--- src/rtl/pkt_dma_sched.sv ---
// Packet capture DMA scheduler: splits accepted packets into burst-sized chunks that
// never straddle the capture ring end, and handshakes each chunk with the read and write controllers.
`timescale 1ns/1ps
module pkt_dma_sched #(
  parameter int unsigned ADDR_W    = 32,
  parameter int unsigned LEN_W     = 16,
  parameter int unsigned MAX_BURST = 256,
  parameter int unsigned RING_SIZE = 4096,
  parameter logic [ADDR_W-1:0] RING_BASE = ADDR_W'(32'h1000_0000),
  localparam int unsigned PTR_W    = $clog2(RING_SIZE),
  localparam int unsigned CL_W     = $clog2(MAX_BURST) + 1
) (
  input  logic              clk,
  input  logic              reset,
  input  logic              enable,
  input  logic              desc_valid,
  output logic              desc_ready,
  input  logic [ADDR_W-1:0] desc_addr,
  input  logic [LEN_W-1:0]  desc_len,
  input  logic [PTR_W-1:0]  host_rd_ptr,
  output logic              rd_start,
  output logic [ADDR_W-1:0] rd_addr,
  output logic              wr_start,
  output logic [ADDR_W-1:0] wr_addr,
  output logic [CL_W-1:0]   chunk_len,
  input  logic              rd_done,
  input  logic              wr_done,
  output logic              pkt_done,
  output logic [31:0]       pkt_count,
  output logic [15:0]       drop_count,
  output logic [PTR_W-1:0]  wr_ptr,
  output logic              busy
);

  localparam int unsigned CMP_W = (LEN_W > PTR_W) ? LEN_W : PTR_W;
  localparam int unsigned MW_A  = (LEN_W > PTR_W + 1) ? LEN_W : PTR_W + 1;
  localparam int unsigned MW    = (MW_A > CL_W) ? MW_A : CL_W;

  typedef enum logic [1:0] {
    S_IDLE  = 2'd0,
    S_CHUNK = 2'd1,
    S_WAIT  = 2'd2,
    S_DONE  = 2'd3
  } state_t;

  state_t              r_state;
  logic [ADDR_W-1:0]   r_src;
  logic [LEN_W-1:0]    r_rem;
  logic                r_rd_done;
  logic                r_wr_done;

  logic [PTR_W-1:0]    w_free;
  logic                w_accept;
  logic                w_drop;
  logic                w_rd_seen;
  logic                w_wr_seen;
  logic [ADDR_W-1:0]   w_next_src;
  logic [LEN_W-1:0]    w_next_rem;
  logic [PTR_W-1:0]    w_next_wp;

  // Chunk size: bounded by what is left, the burst limit and the distance to the ring end.
  function automatic logic [CL_W-1:0] f_chunk(input logic [LEN_W-1:0] rem,
                                              input logic [PTR_W-1:0] wp);
    logic [MW-1:0] a;
    logic [MW-1:0] b;
    logic [MW-1:0] c;
    logic [MW-1:0] m;
    a = MW'(rem);
    b = MW'(MAX_BURST);
    c = MW'(RING_SIZE) - MW'(wp);
    m = a;
    if (b < m) m = b;
    if (c < m) m = c;
    return CL_W'(m);
  endfunction

  assign desc_ready = enable && (r_state == S_IDLE);
  assign busy       = (r_state != S_IDLE);

  // One byte of the ring is always left unused so full and empty differ.
  assign w_free     = PTR_W'(RING_SIZE - 1) - (wr_ptr - host_rd_ptr);
  assign w_accept   = desc_valid && desc_ready;
  assign w_drop     = (desc_len == '0) || (CMP_W'(desc_len) > CMP_W'(w_free));

  assign w_rd_seen  = r_rd_done || rd_done;
  assign w_wr_seen  = r_wr_done || wr_done;
  assign w_next_src = r_src + ADDR_W'(chunk_len);
  assign w_next_rem = r_rem - LEN_W'(chunk_len);
  assign w_next_wp  = wr_ptr + PTR_W'(chunk_len);

  always_ff @(posedge clk) begin
    if (!reset) begin
      r_state    <= S_IDLE;
      r_src      <= '0;
      r_rem      <= '0;
      r_rd_done  <= 1'b0;
      r_wr_done  <= 1'b0;
      rd_start   <= 1'b0;
      wr_start   <= 1'b0;
      rd_addr    <= '0;
      wr_addr    <= '0;
      chunk_len  <= '0;
      pkt_done   <= 1'b0;
      pkt_count  <= '0;
      drop_count <= '0;
      wr_ptr     <= '0;
    end else begin
      rd_start <= 1'b0;
      wr_start <= 1'b0;
      pkt_done <= 1'b0;
      case (r_state)
        S_IDLE: begin
          if (w_accept) begin
            if (w_drop) begin
              if (drop_count != '1) drop_count <= 16'(drop_count + 16'd1);
            end else begin
              r_src     <= desc_addr;
              r_rem     <= desc_len;
              rd_addr   <= desc_addr;
              wr_addr   <= RING_BASE + ADDR_W'(wr_ptr);
              chunk_len <= f_chunk(desc_len, wr_ptr);
              rd_start  <= 1'b1;
              wr_start  <= 1'b1;
              r_state   <= S_CHUNK;
            end
          end
        end
        S_CHUNK: r_state <= S_WAIT;
        S_WAIT: begin
          // Completions are latched separately; the chunk retires only once both are in.
          if (w_rd_seen && w_wr_seen) begin
            r_src     <= w_next_src;
            r_rem     <= w_next_rem;
            wr_ptr    <= w_next_wp;
            r_rd_done <= 1'b0;
            r_wr_done <= 1'b0;
            if (w_next_rem == '0) begin
              pkt_done <= 1'b1;
              r_state  <= S_DONE;
            end else begin
              rd_addr   <= w_next_src;
              wr_addr   <= RING_BASE + ADDR_W'(w_next_wp);
              chunk_len <= f_chunk(w_next_rem, w_next_wp);
              rd_start  <= 1'b1;
              wr_start  <= 1'b1;
              r_state   <= S_CHUNK;
            end
          end else begin
            r_rd_done <= w_rd_seen;
            r_wr_done <= w_wr_seen;
          end
        end
        S_DONE: begin
          pkt_count <= pkt_count + 32'd1;
          r_state   <= S_IDLE;
        end
        default: r_state <= S_IDLE;
      endcase
    end
  end

endmodule

--- config.mk ---
export PLATFORM = sky130hd
export DESIGN_NAME = pkt_dma_sched
export DESIGN_NICKNAME = d
export VERILOG_FILES = /design/src/rtl/pkt_dma_sched.sv
export SDC_FILE = /design/constraint.sdc
export NUM_CORES = 1
export LEC_CHECK = 0
export CORE_ASPECT_RATIO = 1.25
export CORE_MARGIN = 5
export CORE_UTILIZATION = 45
export CTS_CLUSTER_DIAMETER = 60
export DETAILED_ROUTE_END_ITERATION = 8
export HOLD_SLACK_MARGIN = 0.03
export MAX_ROUTING_LAYER = met4
export PLACE_DENSITY = 0.71
export SLEW_MARGIN = 20
export SYNTH_ARGS = -nofsm -noshare
export SYNTH_HDL_FRONTEND = slang
export SYNTH_SLANG_ARGS = --single-unit
--- constraint.sdc ---
create_clock -name clk -period 4.4 [get_ports clk]
set_clock_uncertainty 0.15 [all_clocks]
set_input_delay 0.66 -clock clk [delete_from_list [all_inputs] [get_ports clk]]
set_output_delay 0.66 -clock clk [all_outputs]
set_load 0.02 [all_outputs]
==> flow_summary.ini, run 1 <==
; yosys + openroad results
[clocking]
post_cts_buffers = 33
cts.clk_slew.worst_paths_ns = 0.07

[job]
warnings = 29

[cells_and_area]
stdcell_count = 2090
nets = 1899
mostFrequentLayoutCell = clkdlybuf4s50_1

[synthesis]
yosysWarnings = 0
synthDistinctLibCells = 73
synth_area_leader_cell = dfxtp_1
syn_avg_cell_area_um2 = 7.81

[status]
violations = negative setup slack
status = complete, but fails checks

[placed_design]
gp_congestion = 0.915
hpwlAfterDp_um = 25200

[sta]
setup_viol = 10
tightest_slew_ns = 0.838
finalWorstSetupSlack_ns = -0.304

[power_and_ir_drop]
power_w = 0.00387
power.internal_w = 0.00276
irDropWorstVdd_uv = 269

[route]
route.met3.wl_um = 2560
dr.max_layer_used = met4

[global_route]
use_met3_pct = 6.22
grtUsageMet1_pct = 30.6
grt-busiest-layer = met2

[setup_path]
crit_fanout = 8
start_kind = register
slowest_stage = or4_4
-- run 1: power groups by stage --
stage | combinational, W | sequential (W) | clock (W)
CTS | 0.000708 | 0.00154 | 0.00155
global route | 0.000864 | 0.00154 | 0.00162
global placement | 0.000638 | 0.00157 | 0
floorplan | 0.000365 | 0.00158 | 0
detailed placement | 0.000646 | 0.00157 | 0
finish | 0.000803 | 0.00154 | 0.00152
-- run 1: cell families (layout without fill, tap and decap cells) --
group                    count (synthesis)  in the layout  share of synthesized area, %
buffers and inverters                  145            482                          5.81
adder cells (fa/ha/maj)                 82             82                          9.64
other                                    2             28                        0.0686
AND/OR/NAND/NOR                        549            549                          23.6
AND-OR/OR-AND                          317            317                          18.7
multiplexers                            29             29                          2.67
flip-flops                             168            168                          30.7
XOR/XNOR                               110            110                          8.80
-- run 1: worst min-delay path: stages (launching register included) --
cell and delay [ns]:
dfxtp_1 0.31, nand2_1 0.05, mux2i_1 0.06
-- run 1: layout make-up --
cell class	count	area [µm²]	area share, %
clock buffer	19	453	2.85
multi-input combinational	1114	7520	47.3
inverter	58	225	1.42
tap	325	407	2.56
sequential	168	3380	21.3
clock inverter	13	133	0.835
timing repair buffer	392	3760	23.7
antenna	1	2.50	0.0158
-- run 1: flip-flops by register name, summed over array words and instances, names as in the netlist, 2 cells and up --
register / flops
chunk_len: 9
drop_count: 16
pkt_count: 32
r_rem: 16
r_src: 32
r_state: 2
rd_addr: 32
wr_addr: 13
wr_ptr: 12
-- run 1: final timing paths --
path              slack [ns]    startpoint           end  cells past startpoint
setup / recovery       -0.30  chunk_len[0]  chunk_len[3]                     19
hold / removal          0.32   rd_addr[31]   rd_addr[31]                      2
hold reg to reg         0.32   rd_addr[31]   rd_addr[31]                      2
setup reg to reg       -0.30  chunk_len[0]  chunk_len[3]                     19
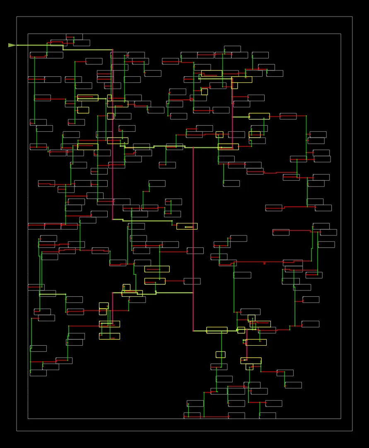
Run 1: clock routing
flip-flops: 168
Clk power: 0.00152 W

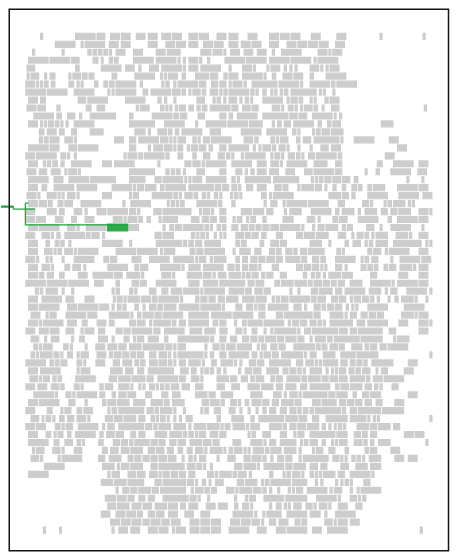
Run 1: I/O nets highlighted
green -> wr_start  # bits 1, direction output, edge west, end cells 1, buffers 1, wire 52.3 µm
# IOs: 204
IO buf count: 184

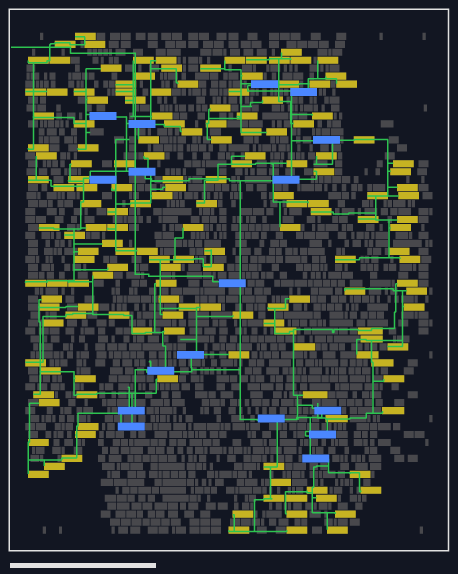
Run 1: clock wires, drivers and flops
Scale bar: 50 µm.
green -> clock wires  # length 2,340 µm
blue -> clock-net drivers  # count 17
yellow -> flip-flops  # count 168
flops lie = spread over the die
clk_lat worst skew: 0.44 ns
Clock power frac: 39.4%

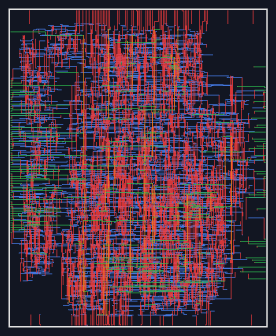
Run 1: wiring by layer
orange -> M4  # wire length 1,020 µm
green -> M3  # wire length 2,560 µm
blue -> M1  # wire length 15,100 µm
red -> M2  # wire length 18,200 µm
routed wire length: 36,900 µm
vias post-DR: 11,600

==> run 1 -> run 2 <==
--- a/config.mk
+++ b/config.mk
@@ -10,10 +10,12 @@
 export CORE_UTILIZATION = 45
 export CTS_CLUSTER_DIAMETER = 60
 export DETAILED_ROUTE_END_ITERATION = 8
+export GPL_TIMING_DRIVEN = 0
 export HOLD_SLACK_MARGIN = 0.03
 export MAX_ROUTING_LAYER = met4
 export PLACE_DENSITY = 0.71
-export SLEW_MARGIN = 20
+export REMOVE_ABC_BUFFERS = 1
+export SLEW_MARGIN = 10
 export SYNTH_ARGS = -nofsm -noshare
 export SYNTH_HDL_FRONTEND = slang
 export SYNTH_SLANG_ARGS = --single-unit
==> flow_summary.ini, run 2 <==
; yosys + openroad results
[power_and_ir_drop]
seq_cell_power_w = 0.00154
irDropWorstVdd_uv = 191
power.internal_w = 0.00287
pg_comb_w = 0.000769
maxPowerGroup = the clock network

[clocking]
cts_hold_buf = 0
cts.clk_slew.worst_paths_ns = 0.07

[status]
status = complete, but fails checks
violations = negative setup slack

[synthesis]
synthDistinctLibCells = 73
synth_area_leader_cell = dfxtp_1
syn_avg_cell_area_um2 = 7.81
yosysWarnings = 0
ys_cells = 1402

[cells_and_area]
mi_logic_area_um2 = 8040
nets = 1801
regArea_um2 = 3390
mostFrequentLayoutCell = clkdlybuf4s50_1
top_regs = pkt_count x32, r_src x32, rd_addr x32

[setup_path]
slowest_stage = or4_4
worstSetupEndpoint = chunk_len[4]
crit_fanout = 7
crit_start = r_rem[0]
start_kind = register
rr_endpoint = chunk_len[4]
rr_worst_depth = 22
cp.depth = 22
reg2reg_from = r_rem[0]

[route]
wl_um = 36400

[sta]
setup_viol = 51
tightest_slew_ns = 1.41
finalWorstSetupSlack_ns = -0.453

[placed_design]
dp.cells = 1857
gp_congestion = 0.938
hpwlAfterDp_um = 23100
numPortBuffers = 184

[job]
warnings = 27

[die]
pin_count = 204
-- run 2: cell counts after synthesis --
No cell type changed its count.
-- run 2: layout make-up --
class                           instances  share of cell area [%]
Multi-Input combinational cell       1124                    51.0
Timing Repair Buffer                  284                    19.4
Clock buffer                           20                    2.83
Tap cell                              325                    2.58
Inverter                               58                    1.45
Antenna cell                            2                  0.0317
Sequential cell                       168                    21.5
Clock inverter                         12                    1.19
-- run 2: per-layer routing --
metal | global-route usage [%] | wire, µm | share of wire, %
met5 | - | 0 | 0
met4 | 10.1 | 1500 | 4.1
met3 | 3.15 | 2320 | 6.4
met2 | 43.8 | 18400 | 50
met1 | 29.4 | 14300 | 39
-- run 2: worst min path at each step --
stage / start / end / depth (start not counted)
6_report: rd_addr[20] / rd_addr[20] / 2
5_1_grt: rd_addr[27] / rd_addr[27] / 2
4_1_cts: rd_addr[31] / rd_addr[31] / 2
3_5_place_dp: rd_addr[31] / rd_addr[31] / 2
3_3_place_gp: rd_addr[31] / rd_addr[31] / 2
2_1_floorplan: r_rem[0] / r_rem[0] / 2
-- run 2: cell families after synthesis --
| logic type | after synthesis | synth area share (%) |
|---|---|---|
| and+or+nand+nor | 549 | 23.6 |
| AOI/OAI and AO/OA | 317 | 18.7 |
| xor gates and xnor gates | 110 | 8.80 |
| adders and majority gates | 82 | 9.64 |
| other | 2 | 0.0686 |
| buffers and inverters | 145 | 5.81 |
| muxes | 29 | 2.67 |
| DFF | 168 | 30.7 |
-- run 2: repair_timing --
item                       CTS  global route
setup buffers               58            33
resized                    129           119
pin swaps                   50            58
cloned                      11             7
setup endpoints to repair  120           120
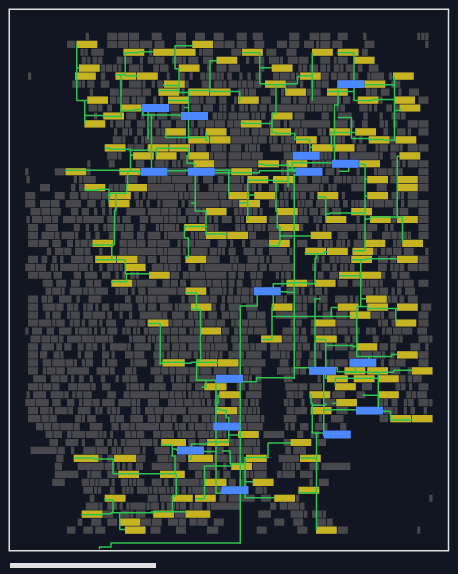
Run 2: clock wires, drivers and flops
Scale bar: 50 µm.
blue -> clock-net drivers  # count 17
yellow -> flip-flops  # count 168
green -> clock wires  # length 2,200 µm
routed clock nets = 18
flops lie = spread over the die
clk_lat worst skew: 0.43 ns
Clk power: 0.00164 W
Clock power frac: 41.5%

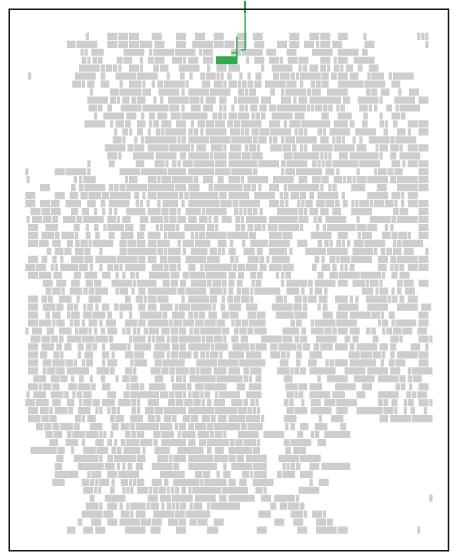
Run 2: I/O nets highlighted
green -> wr_start  # bits 1, direction output, edge north, end cells 1, buffers 1, wire 23.7 µm

Run 2, wiring by layer:
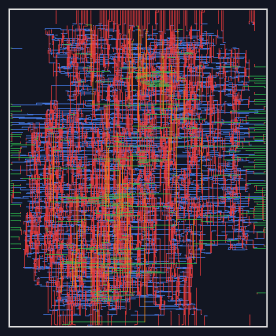

==> run 2 -> run 3 <==
--- a/config.mk
+++ b/config.mk
@@ -7,13 +7,13 @@
 export LEC_CHECK = 0
 export CORE_ASPECT_RATIO = 1.25
 export CORE_MARGIN = 5
-export CORE_UTILIZATION = 45
+export CORE_UTILIZATION = 25
 export CTS_CLUSTER_DIAMETER = 60
 export DETAILED_ROUTE_END_ITERATION = 8
 export GPL_TIMING_DRIVEN = 0
 export HOLD_SLACK_MARGIN = 0.03
 export MAX_ROUTING_LAYER = met4
-export PLACE_DENSITY = 0.71
+export PLACE_DENSITY = 0.44
 export REMOVE_ABC_BUFFERS = 1
 export SLEW_MARGIN = 10
 export SYNTH_ARGS = -nofsm -noshare
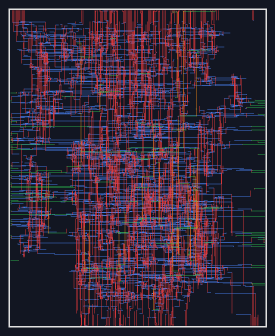
Run 3: wiring by layer
orange -> M4  # wire length 1,110 µm
red -> M2  # wire length 20.5 mm
green -> M3  # wire length 1,490 µm
blue -> M1  # wire length 17,800 µm
total global-route track usage: 16.6%
vias post-DR: 10,800
drt wl/cell: 18.5 µm
routed wire length: 40,900 µm

==> flow_summary.ini, run 3 <==
; yosys + openroad results
[placed_design]
numPortBuffers = 184
hpwlAfterDp_um = 28000
dp.cells = 2099
gp_congestion = 0.831

[cells_and_area]
nets = 1780
top_regs = pkt_count x32, r_src x32, rd_addr x32

[setup_path]
slowest_stage = or4_4
rr_worst_depth = 20
worstSetupEndpoint = chunk_len[3]
start_kind = register
reg2reg_from = chunk_len[0]
crit_fanout = 8
rr_endpoint = chunk_len[3]

[power_and_ir_drop]
irDropWorstVdd_uv = 241
p_clk_share_pct = 41.0
maxPowerGroup = the clock network
pg_comb_w = 0.000756
p_clk_w = 0.00159
power.internal_w = 0.00270

[synthesis]
synthDistinctLibCells = 73
yosysChipArea_um2 = 11000
ys_cells = 1402
synth_area_leader_cell = dfxtp_1
syn_avg_cell_area_um2 = 7.81

[clocking]
cts_buffers = 17
clkLatencyLatePin_ns = 0.46
cts_tree = built
cts.clk_slew.worst_paths_ns = 0.07
cts_buffer_depth = 2
cts_hold_buf = 0

[status]
status = complete, but fails checks
violations = negative setup slack

[sta]
post-route-min-period_ns = 4.68
finalWorstSetupSlack_ns = -0.280
tightest_slew_ns = 1.23
setup_viol = 55

[hold_path]
min_to = rd_addr[29]
hp-start = rd_addr[29]

[die]
pin_count = 204

[job]
warnings = 27
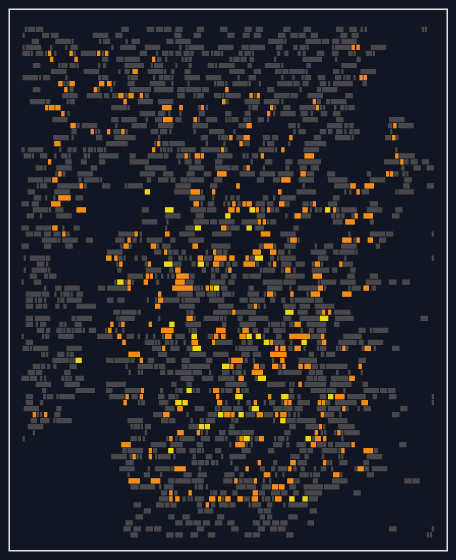
Run 3: logic cells by family
yellow -> non-inverting ao/oa cells  # cells 41, most used a21o_1
orange -> aoi and oai cells  # cells 276, most used a21oi_1
logic share of the area: 49.5%
most numerous logic cell after layout: clkdlybuf4s50_1
Post-Layout Cell Count: 2,211

-- run 3: cell count changes in the layout (fill, tap and decap cells not counted), moves of 4 or more --
cell / delta
buf_4: -10
buf_12: +9
buf_6: -6
nand3_4: -6
a21oi_1: +5
o21ai_1: +5
a21oi_2: -4
and3_4: -4
nand2_2: -4
o21ai_2: -4
-- run 3: per-stage QoR --
step | TNS (ns) | hold slack, ns | utilization (%)
finish | -7.12 | 0.311 | 36.7
global route | -21.35 | 0.334 | 36.7
CTS | -16.21 | 0.308 | 34.9
detailed placement | -181.42 | 0.297 | 31.1
global placement | -867.39 | 0.292 | 30.5
floorplan | -197.21 | 0.294 | -
-- run 3: final cells by class --
class / instances / area, µm² / share of cell area [%]
repair buffers: 273 / 3050 / 19.3
well taps: 565 / 707 / 4.46
multi-input cells: 1114 / 7850 / 49.5
inverters: 58 / 233 / 1.47
clock inverters: 15 / 181 / 1.14
clock buffers: 17 / 425 / 2.68
flip-flops and latches: 168 / 3400 / 21.4
diodes: 1 / 2.50 / 0.0158
-- run 3: layer usage --
metal	vias to the layer above	global-route usage, %	part of all wire (%)
li1	5372	-	-
met1	5116	19.8	44
met2	213	28.5	50
met3	69	2.56	3.6
met4	0	5.67	2.7
met5	-	-	0
-- run 3: kinds of logic (layout without fill, tap and decap cells) --
logic type / after synthesis / count (layout) / synth area share [%]
buffers and inverters: 145 / 363 / 5.81
adder cells (fa/ha/maj): 82 / 82 / 9.64
AND/OR/NAND/NOR: 549 / 549 / 23.6
AND-OR/OR-AND: 317 / 317 / 18.7
XOR/XNOR: 110 / 110 / 8.80
other: 2 / 28 / 0.0686
multiplexers: 29 / 29 / 2.67
flip-flops: 168 / 168 / 30.7
No activity file was given, so power comes from the tool's default toggle rates.
